==> config.mk <==
export PLATFORM = sky130hd
export DESIGN_NAME = alu_scheduler
export DESIGN_NICKNAME = d
export VERILOG_FILES = /design/src/rtl/alu_pkg.sv /design/src/rtl/alu.sv /design/src/rtl/alu_scheduler.sv
export SDC_FILE = /design/constraint.sdc
export NUM_CORES = 2
export LEC_CHECK = 0
export CELL_PAD_IN_SITES_DETAIL_PLACEMENT = 1
export CELL_PAD_IN_SITES_GLOBAL_PLACEMENT = 1
export CORE_MARGIN = 8
export CORE_UTILIZATION = 42
export DETAILED_ROUTE_END_ITERATION = 6
export PLACE_DENSITY_LB_ADDON = 0.12
export SYNTH_ARGS = -nofsm -noshare
export SYNTH_HDL_FRONTEND = slang
export SYNTH_SLANG_ARGS = --single-unit
export TNS_END_PERCENT = 5
==> constraint.sdc <==
create_clock -name clk -period 9.4 [get_ports clk]
set_input_delay 2.35 -clock clk [delete_from_list [all_inputs] [get_ports clk]]
set_output_delay 2.35 -clock clk [all_outputs]
set_load 0.02 [all_outputs]
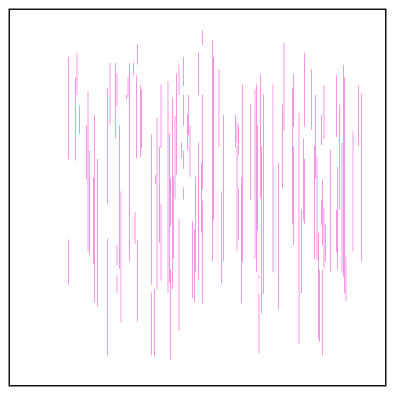
**Above:** metal 4.
Scale: 1.5 px per micron.
- main direction: vertical
- wire length on this layer: 7320 microns
- nets with wire on the layer: 101
- share of all routed wire: 6.9%
- longest straight run: 154 microns
drt total wl: 105 mm
via count: 21800

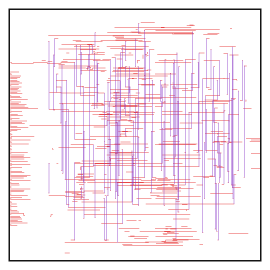
**Above:** routed metal, one color a layer.
Scale: 1 px per micron. Only two layers are drawn.
- M3: red (wire length 7300 microns)
- M4: purple (wire length 7320 microns)
All-Layer GR Usage: 33.7%
Wirelength per Cell: 26.6 microns

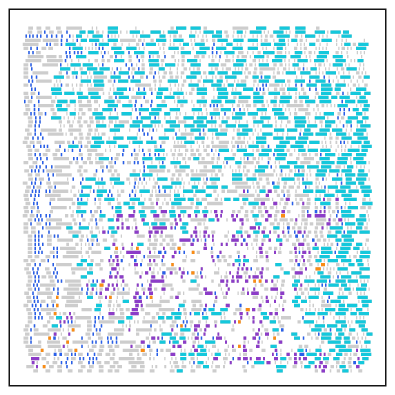
**Above:** gate families picked out.
Scale: 1.5 px per micron.
- aoi and oai cells: purple (cells 298)
- nand cells: blue (cells 497; where all over the die)
- and/or cells: orange (cells 29)
- fa/ha/maj cells: cyan (cells 631; where all over the die)
Top cell excl fill/tap: nand2_1
post-route insts no fill: 3963
logic share of the area: 63.0%

==> impl_metrics.toml <==
# synthesis and place-and-route metrics
[layout]
antenna_cells = 1
final_area_sq_um = 29800
drive_above_1_share_pct = 19.0
area_growth_pct = 29.4
inverters = 487
regArea_sq_um = 2430

[cts]
path_clk_slew_ps = 80
clockBufferDepth = 2
postCtsSetupBuffers = 24
cts_tree = "yes"
h-tree-depth = 3

[critical_path]
ff2ff_setup_slack_ps = 6730
cpMaxStageDelayCell = "fa_1"
critPathRequiredTime_ps = 7050

[job]
max_cap_violations = 0
warnings = 93

[run_status]
run_status = "finished, violations left"
violations = "negative setup slack"

[synthesis]
logic_family = "adder cells"
synthAoiAreaFrac_pct = 9.68
syn_inst = 2751
synth_top_area_share_pct = 35.7
syn_area_sq_um = 23000
synth_nets = 3535
synth-main-ff-cell = "edfxtp_1"
simple_gate_area_share_pct = 16.6
top_cell = "nand2_1"
numSynthFlops = 82
ys_seq_share_pct = 10.6

[timing]
fin_crit_ps = 10380
finalSetupViolCount = 20
max_slew_margin_pct = 30.6
whs_ps = 530
setup_slack_ps = -975
setup_tns_ps = -12340
fmax_ghz = 0.0964

[placement]
place_congestion = 0.987
place_area_sq_um = 28600
port_buffers = 193

[global_route]
gr-total-overflow = 0
grt_pass1_wl_mm = 158
met2_usage_pct = 54.8

[min_path]
hold_class = "reg -> reg"
hold_depth = 1

[drt]
first_iter_violations = 1498
postRouteAntennaNets = 0
dr_wl_met3_mm = 7.30
met2_length_mm = 48.3
first_pass_iters = 5

[die]
core_area_sq_um = 54000
die_area_sq_um = 62500
die_y_microns = 250
